<file path="config.mk">
export PLATFORM = sky130hd
export DESIGN_NAME = reg_slice_chain
export DESIGN_NICKNAME = d
export VERILOG_FILES = /design/src/rtl/reg_slice_chain_pkg.sv /design/src/rtl/reg_slice_chain_stage.sv /design/src/rtl/reg_slice_chain.sv
export SDC_FILE = /design/constraint.sdc
export NUM_CORES = 1
export LEC_CHECK = 0
export CELL_PAD_IN_SITES_DETAIL_PLACEMENT = 0
export CELL_PAD_IN_SITES_GLOBAL_PLACEMENT = 1
export CORE_ASPECT_RATIO = 0.6
export CORE_UTILIZATION = 38
export CTS_BUF_LIST = sky130_fd_sc_hd__clkbuf_2
export DETAILED_ROUTE_END_ITERATION = 10
export PLACE_DENSITY = 0.9
export REMOVE_ABC_BUFFERS = 1
export SLEW_MARGIN = 40
export SYNTH_ARGS = -nofsm -noshare
export SYNTH_HDL_FRONTEND = slang
export SYNTH_SLANG_ARGS = --single-unit
export TNS_END_PERCENT = 100
</file>
<file path="constraint.sdc">
create_clock -name clk_i -period 1.45 [get_ports clk_i]
set_clock_uncertainty 0.2 [all_clocks]
set_input_delay 0.29 -clock clk_i [delete_from_list [all_inputs] [get_ports clk_i]]
set_output_delay 0.29 -clock clk_i [all_outputs]
set_load 0.02 [all_outputs]
</file>
<file path="src/rtl/reg_slice_chain_pkg.sv">
// Shared types and helpers for the valid/ready register slice chain.
package reg_slice_pkg;

    typedef enum logic {SLICE_FWD, SLICE_FULL} reg_slice_mode_e;

    // Items a chain of the given mode and depth can hold at once.
    function automatic int unsigned reg_slice_cap(reg_slice_mode_e mode, int unsigned stages);
        return (mode == SLICE_FULL) ? 2 * stages : stages;
    endfunction

endpackage

</file>
<file path="src/rtl/reg_slice_chain_stage.sv">
// One valid/ready register slice: forward-registered or full skid buffer.
module reg_slice_stage
    import reg_slice_pkg::*;
#(
    parameter int unsigned           DATA_WIDTH = 32,
    parameter reg_slice_mode_e       MODE       = SLICE_FULL,
    parameter logic [DATA_WIDTH-1:0] RESET_VAL  = '0
) (
    input  logic                  clk,
    input  logic                  rst_n,
    input  logic                  flush,
    input  logic                  up_valid,
    output logic                  up_ready,
    input  logic [DATA_WIDTH-1:0] up_dat,
    output logic                  dn_valid,
    input  logic                  dn_ready,
    output logic [DATA_WIDTH-1:0] dn_dat
);

    logic                  vld_q;
    logic [DATA_WIDTH-1:0] dat_q;

    assign dn_valid = vld_q;
    assign dn_dat   = dat_q;

    generate
        if (MODE == SLICE_FWD) begin : g_fwd
            assign up_ready = ~vld_q | dn_ready;

            always_ff @(posedge clk or negedge rst_n) begin
                if (!rst_n) begin
                    vld_q <= 1'b0;
                    dat_q <= RESET_VAL;
                end else if (flush) begin
                    vld_q <= 1'b0;
                end else if (up_ready) begin
                    vld_q <= up_valid;
                    if (up_valid) dat_q <= up_dat;
                end
            end
        end else begin : g_full
            logic                  skid_vld_q;
            logic [DATA_WIDTH-1:0] skid_dat_q;
            logic                  accept;
            logic                  drain;

            // Ready comes straight from a flop so no combinational path crosses the slice.
            assign up_ready = ~skid_vld_q;
            assign accept   = up_valid & up_ready;
            assign drain    = vld_q & dn_ready;

            always_ff @(posedge clk or negedge rst_n) begin
                if (!rst_n) begin
                    vld_q      <= 1'b0;
                    dat_q      <= RESET_VAL;
                    skid_vld_q <= 1'b0;
                    skid_dat_q <= RESET_VAL;
                end else if (flush) begin
                    vld_q      <= 1'b0;
                    skid_vld_q <= 1'b0;
                end else if (~vld_q | drain) begin
                    if (skid_vld_q) begin
                        vld_q      <= 1'b1;
                        dat_q      <= skid_dat_q;
                        skid_vld_q <= 1'b0;
                    end else begin
                        vld_q <= accept;
                        if (accept) dat_q <= up_dat;
                    end
                end else if (accept) begin
                    skid_vld_q <= 1'b1;
                    skid_dat_q <= up_dat;
                end
            end
        end
    endgenerate

endmodule

</file>
<file path="src/rtl/reg_slice_chain.sv">
// Chain of STAGES register slices with flush and occupancy count; STAGES=0 is a wire.
module reg_slice_chain
    import reg_slice_pkg::*;
#(
    parameter int unsigned           DATA_WIDTH = 32,
    parameter int unsigned           STAGES     = 1,
    parameter reg_slice_mode_e       MODE       = SLICE_FULL,
    parameter logic [DATA_WIDTH-1:0] RESET_VAL  = '0,
    localparam int unsigned          OCC_W      = (STAGES == 0) ? 1 : $clog2(2 * STAGES + 1)
) (
    input  logic                  clk_i,
    input  logic                  rst_n_i,
    input  logic                  flush_i,
    input  logic                  s_valid_i,
    output logic                  s_ready_o,
    input  logic [DATA_WIDTH-1:0] s_dat_i,
    output logic                  m_valid_o,
    input  logic                  m_ready_i,
    output logic [DATA_WIDTH-1:0] m_dat_o,
    output logic [OCC_W-1:0]      occ_o
);

    localparam int unsigned CAP = reg_slice_cap(MODE, STAGES);

    generate
        if (STAGES == 0) begin : g_bypass
            assign m_valid_o = s_valid_i;
            assign m_dat_o   = s_dat_i;
            assign s_ready_o = m_ready_i;
            assign occ_o     = '0;
        end else begin : g_chain
            logic                  vld [STAGES+1];
            logic                  rdy [STAGES+1];
            logic [DATA_WIDTH-1:0] dat [STAGES+1];
            logic [OCC_W-1:0]      occ_q;
            logic                  accept;
            logic                  xfer;

            assign vld[0]      = s_valid_i;
            assign dat[0]      = s_dat_i;
            assign rdy[STAGES] = m_ready_i;

            for (genvar k = 0; k < STAGES; k++) begin : g_stage
                reg_slice_stage #(
                    .DATA_WIDTH (DATA_WIDTH),
                    .MODE       (MODE),
                    .RESET_VAL  (RESET_VAL)
                ) u_stage (
                    .clk      (clk_i),
                    .rst_n    (rst_n_i),
                    .flush    (flush_i),
                    .up_valid (vld[k]),
                    .up_ready (rdy[k]),
                    .up_dat   (dat[k]),
                    .dn_valid (vld[k+1]),
                    .dn_ready (rdy[k+1]),
                    .dn_dat   (dat[k+1])
                );
            end

            // Blocking ready during flush keeps a new item from being swallowed by the clear.
            assign s_ready_o = rdy[0] & ~flush_i;
            assign m_valid_o = vld[STAGES];
            assign m_dat_o   = dat[STAGES];
            assign accept    = s_valid_i & s_ready_o;
            assign xfer      = m_valid_o & m_ready_i;
            assign occ_o     = occ_q;

            always_ff @(posedge clk_i or negedge rst_n_i) begin
                if (!rst_n_i) begin
                    occ_q <= '0;
                end else if (flush_i) begin
                    occ_q <= '0;
                end else if (accept & ~xfer) begin
                    occ_q <= occ_q + OCC_W'(1);
                end else if (~accept & xfer) begin
                    occ_q <= occ_q - OCC_W'(1);
                end
            end

`ifndef SV_ASSRT_DISABLE
            a_ctrl_known : assert property (@(posedge clk_i) disable iff (!rst_n_i)
                !$isunknown({s_valid_i, m_ready_i, flush_i}));
            a_stall_stable : assert property (@(posedge clk_i) disable iff (!rst_n_i)
                (m_valid_o & ~m_ready_i & ~flush_i) |=> (m_valid_o && $stable(m_dat_o)));
            a_occ_cap : assert property (@(posedge clk_i) disable iff (!rst_n_i)
                32'(occ_q) <= CAP);
`endif
        end
    endgenerate

endmodule

</file>
Fig. 1: clock wires, drivers and flops
Scale bar: 20 um.
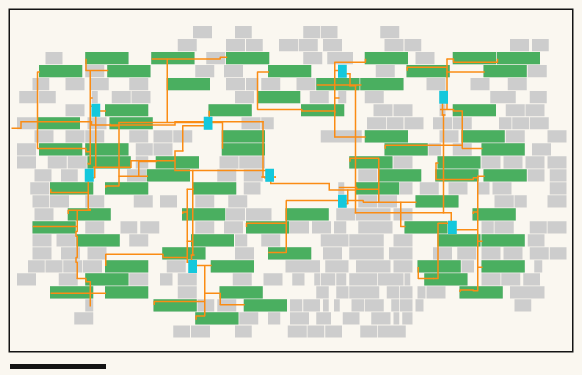
cyan -> clock-net drivers  # count 9
orange -> clock wires  # length 855 um
green -> flip-flops  # count 68
routed clock nets = 10
flops lie = spread over the die
Clock power frac: 0.166
clk_lat worst skew: 490 ps
Clk power: 810 uW

==> metrics.cfg <==
[power]
switchingPower_uw=1458
seq_cell_power_uw=2540
comb_power_share=0.314
powerDensity_nw_per_um2=1127
finalPower_uw=4886
irDropWorstVdd_v=0.0006369
power.group.top=sequential cells
seqPwrFrac=0.520

[grt]
grt_max_degree=69
grt_pass1_vias=2164
antenna_found_initial=0
gr-usage-met3=0.06290
top_usage_layer=met2
grt-ovfl-total=0

[critical_path]
r2r-end=g_chain.g_stage[0].u_stage.dn_dat[11]
startpoint_type=register
regToRegSetupSlack_ps=-290
worstPathArrival_ps=1260
critPathKind=register to output port
crit_required_ps=960
crit_cells=2
path_cells=nor2_2 > buf_6
crit_fanout=3

[clock_tree]
ctsHoldBuffers=1
cts_setup_buffers=12
cts.reportedPaths.clkPinSlew_ps=160
cts_resized=232
clockBufferDepth=2
cts_buffers=9

[job]
max_cap_violations=0

[route]
viasPerCell=4.800
wl_met1_um=3246
top_layer_used=met4
dr.pass1.iters=3
met2_length_um=3002
detail_route.wl_per_cell_um=16.52

[logic_synthesis]
mux_share=0.3627
synthAdderAreaFrac=0
simple_gate_area_frac=0.03417
synth_stat.cells=198
synth_cells=198
common_cells=95 x mux2_2, 68 x dfrtp_1, 4 x buf_2, 4 x buf_4, 3 x buf_6
ys.flop_type=dfrtp_1
logic_family=multiplexers
synthTopCellsByArea=dfrtp_1 56%, mux2_2 35%, buf_6 1.1%, buf_4 0.99%, mux2_1 0.74%
synth_area_um2=3039
async_flop_share=1.000
yosys.area.top_type=dfrtp_1
synth_top_area_share=0.5599
yosys-stat-area_um2=3039

[place]
placement.setup.worst_slack_ps=-627.0
placed_area_um2=3976
place_congestion=0.8000
dp_hpwl_um=4340
numPortBuffers=72

[final_timing]
setup_slack_ps=-298.3
slew_violations=0
layout_min_cycle_time_ps=1748
setup_viol=102
min_period_over_period=1.206
finalSetupTns_ps=-18470
slew_headroom=0.7521
rsz0062_at_grt=true

[run_status]
violations=setup timing
outcome=finished, violations left

[final_layout]
area_delta_synth_final_pct=42.65
fin_cells=411
final_nets=340
sh_seq_area=0.3925
logic_area_um2=1321
multi_input_comb_cells=118
nNonClkInverters=1
fillers=625
comb_area_share=0.3048
bufAreaShareNonClock=0.2560
lay_top_count=mux2_2

[floorplan]
die_area_um2=8371
fp_util=0.4048
die_w_um=117.5
rows=24

[min_path]
min_path_type=input pin to asynchronous set/reset pin

Fig. 2: metal layers overlaid
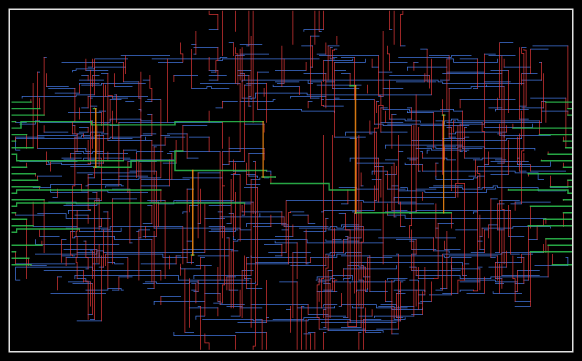
green -> M3  # wire length 452 um
orange -> M4  # wire length 88.4 um
red -> M2  # wire length 3,000 um
blue -> M1  # wire length 3,250 um
Via Count: 1,973
final wirelength: 6789 um
Total Routing Usage GR: 0.1733

Power and IR drop assume default switching activity.
